<file path="src/rtl/game_flow_controller.sv">
// game_flow_controller: top-level game sequencer.
// Cleans up the jump button (synchroniser + debouncer + edge detect), walks
// the TITLE/PLAYING/WON/LOST screens, holds the level block in reset outside
// PLAYING, and keeps saturating win/loss tallies.
module game_flow_controller #(
  parameter int DEBOUNCE_CYCLES = 250000,
  parameter int HOLDOFF_CYCLES  = 25000000,
  parameter int GUARD_CYCLES    = 4
) (
  input  logic       vga_clock,
  input  logic       reset,
  input  logic       jump_button,
  input  logic       win,
  input  logic       lose,
  output logic       level_reset,
  output logic [1:0] screen,
  output logic [7:0] win_count,
  output logic [7:0] loss_count,
  output logic       press
);

  typedef enum logic [1:0] {
    TITLE   = 2'd0,
    PLAYING = 2'd1,
    WON     = 2'd2,
    LOST    = 2'd3
  } state_t;

  localparam int DB_W  = (DEBOUNCE_CYCLES < 2) ? 1 : $clog2(DEBOUNCE_CYCLES + 1);
  localparam int T_MAX = (HOLDOFF_CYCLES > GUARD_CYCLES) ? HOLDOFF_CYCLES : GUARD_CYCLES;
  localparam int T_W   = (T_MAX < 2) ? 1 : $clog2(T_MAX + 1);

  logic            btn_p0;
  logic            btn_p1;
  logic            db_level_p2;
  logic            db_level_p3;
  logic [DB_W-1:0] db_cnt;
  logic [T_W-1:0]  timer;
  state_t          state;

  // Tallies stop at 255 rather than wrapping back to zero.
  function automatic logic [7:0] sat_inc(input logic [7:0] v);
    return (v == 8'hFF) ? v : v + 8'd1;
  endfunction

  assign screen = state;

  // Stage p0/p1: two-flop synchroniser for the asynchronous button.
  always_ff @(posedge vga_clock or negedge reset) begin
    if (!reset) begin
      btn_p0 <= 1'b0;
      btn_p1 <= 1'b0;
    end else begin
      btn_p0 <= jump_button;
      btn_p1 <= btn_p0;
    end
  end

  // Stage p2: accept a level change only after it has been stable long enough.
  always_ff @(posedge vga_clock or negedge reset) begin
    if (!reset) begin
      db_level_p2 <= 1'b0;
      db_cnt      <= '0;
    end else if (btn_p1 == db_level_p2) begin
      db_cnt <= '0;
    end else if (db_cnt == DB_W'(DEBOUNCE_CYCLES - 1)) begin
      db_level_p2 <= btn_p1;
      db_cnt      <= '0;
    end else begin
      db_cnt <= db_cnt + 1'b1;
    end
  end

  // Stage p3: single-cycle pulse on each debounced rising edge.
  always_ff @(posedge vga_clock or negedge reset) begin
    if (!reset) begin
      db_level_p3 <= 1'b0;
      press       <= 1'b0;
    end else begin
      db_level_p3 <= db_level_p2;
      press       <= db_level_p2 & ~db_level_p3;
    end
  end

  // Screen sequencer; one shared timer serves as guard in PLAYING and
  // holdoff on the result screens since those states never overlap.
  always_ff @(posedge vga_clock or negedge reset) begin
    if (!reset) begin
      state       <= TITLE;
      level_reset <= 1'b0;
      timer       <= '0;
      win_count   <= 8'd0;
      loss_count  <= 8'd0;
    end else begin
      if (timer != '0) timer <= timer - 1'b1;
      case (state)
        TITLE: begin
          if (press) begin
            state       <= PLAYING;
            level_reset <= 1'b1;
            timer       <= T_W'(GUARD_CYCLES);
          end
        end
        PLAYING: begin
          if (timer == '0) begin
            if (win) begin
              state       <= WON;
              level_reset <= 1'b0;
              win_count   <= sat_inc(win_count);
              timer       <= T_W'(HOLDOFF_CYCLES);
            end else if (lose) begin
              state       <= LOST;
              level_reset <= 1'b0;
              loss_count  <= sat_inc(loss_count);
              timer       <= T_W'(HOLDOFF_CYCLES);
            end
          end
        end
        WON, LOST: begin
          if (press && (timer == '0)) begin
            state       <= PLAYING;
            level_reset <= 1'b1;
            timer       <= T_W'(GUARD_CYCLES);
          end
        end
        default: begin
          state       <= TITLE;
          level_reset <= 1'b0;
        end
      endcase
    end
  end

endmodule

</file>
<file path="config.mk">
export PLATFORM = sky130hd
export DESIGN_NAME = game_flow_controller
export DESIGN_NICKNAME = d
export VERILOG_FILES = /design/src/rtl/game_flow_controller.sv
export SDC_FILE = /design/constraint.sdc
export NUM_CORES = 1
export LEC_CHECK = 0
export CAP_MARGIN = 20
export CORE_MARGIN = 2
export CORE_UTILIZATION = 50
export CTS_CLUSTER_DIAMETER = 150
export CTS_CLUSTER_SIZE = 8
export DETAILED_ROUTE_END_ITERATION = 8
export PLACE_DENSITY_LB_ADDON = 0.08
export SYNTH_ARGS = -nofsm -noshare
export SYNTH_HDL_FRONTEND = slang
export SYNTH_SLANG_ARGS = --single-unit
</file>
<file path="constraint.sdc">
create_clock -name vga_clock -period 3.49 [get_ports vga_clock]
set_clock_uncertainty 0.15 [all_clocks]
set_input_delay 1.047 -clock vga_clock [delete_from_list [all_inputs] [get_ports vga_clock]]
set_output_delay 1.047 -clock vga_clock [all_outputs]
set_load 0.005 [all_outputs]
</file>
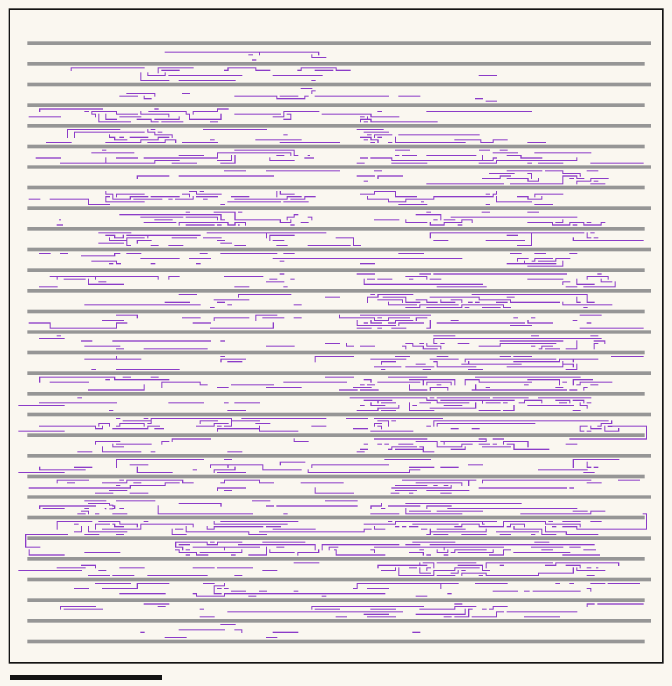
Figure 1: met1 routing.
Bar = 20 um. Supply wires on this layer in gray.
share of all routed wire	48%
nets with wire on the layer	352
wire length on this layer	3350 um

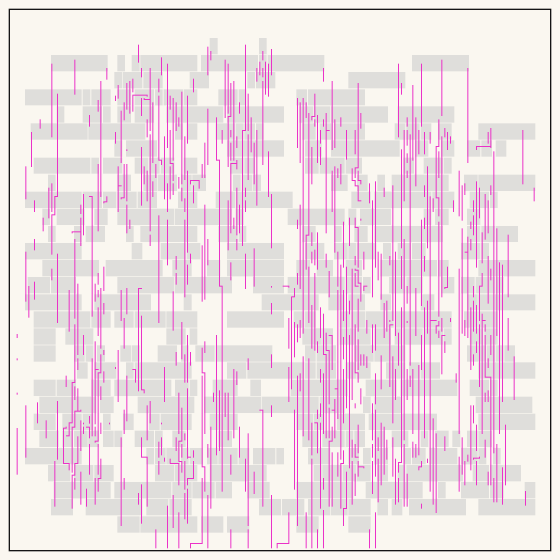
Figure 2: the metal 2 layer.
Cells faint in the background.
main direction	vertical
nets with wire on the layer	305
wire length on this layer	3420 um
longest straight run	47.9 um
share of all routed wire	48%

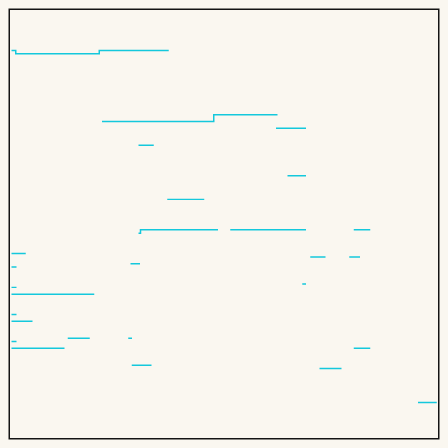
Figure 3: M3 wires.
main direction	horizontal
share of all routed wire	2.6%
nets with wire on the layer	18

==> run notes <==
flow finished, numbers: outcome=finished, final reports clean, synthesized area=0.00336 mm2, clock group power=0.781 mW, vias per inst=5.70, leak pwr=1.66 nW, chip area in the Yosys report=0.00336 mm2, Hold Path Sink=btn_p1, AND/OR/NAND/NOR Cells, Area Fraction=0.234, Max-area cell share=0.499, CP peak stage delay=0.58 ns, crit-path leading delay family=simple AND/OR/NAND/NOR gates, Critical Path Start=timer[20], vias in the first global route=2553, Logic family by area=simple AND/OR/NAND/NOR gates, Top cells by area=dfrtp_1 (50%), xor2_1 (6.3%), nor2_1 (4.8%), xnor2_1 (4.4%), nand4_1 (3.2%), # resized after CTS=0, Final min period=2.72 ns, most used flip-flop cell=dfrtp_1, internal power=1.26 mW, Yosys Warn Count=0, Sequential Power=0.782 mW, element type at the critical path start=flip-flop, Die ar.=0.00739 mm2, critical path class=reg2reg, Avg Synthesized Cell Area=9.97 um2, worst path buffer plus inverter count=0, largest area contributor in the netlist=dfrtp_1, biggest regs=timer (25), db_cnt (18), count of tool warnings=27, # rows=29, Top Metal Used=met4, most common cell in the netlist=dfrtp_1, pin count of the biggest net entering global routing=32, starting DRC count in detailed routing=134, Reg with most FFs=timer, Final GP Congestion=0.847, H-tree depth=3, DRT antenna net count=0, comb pwr=0.0341 mW, final net count=375, ratio of final minimum period to clock period=0.778, CP Capture Point=timer[17], total number of vias=2547, Root Buffer=clkbuf_8, DR WL met3=183 um, cell count after synthesis=337
per-stage QoR:
| step | total power [mW] | setup WS [ns] | cell area [um2] | instances | hold WS, ns |
|---|---|---|---|---|---|
| global placement | 0.832 | 0.650 | 3680 | 431 | 0.186 |
| global route | 1.67 | 0.492 | 3920 | 447 | 0.206 |
| floorplan | 0.807 | 1.10 | 3360 | 337 | 0.181 |
| finish | 1.60 | 0.774 | 3920 | 447 | 0.202 |
| detailed placement | 0.833 | 0.592 | 3680 | 431 | 0.186 |
| CTS | 1.62 | 0.770 | 3920 | 447 | 0.203 |
area by class of cell:
cell class	count	area, um2	area share
clock buffer	9	124	0.0316
sequential	67	1680	0.428
timing repair buffer	30	280	0.0716
inverter	7	26.3	0.00671
multi-input combinational	250	1600	0.408
clock inverter	7	116	0.0297
tap	77	96.3	0.0246
Power figures rest on the tool's default switching activity, not on a simulated workload.
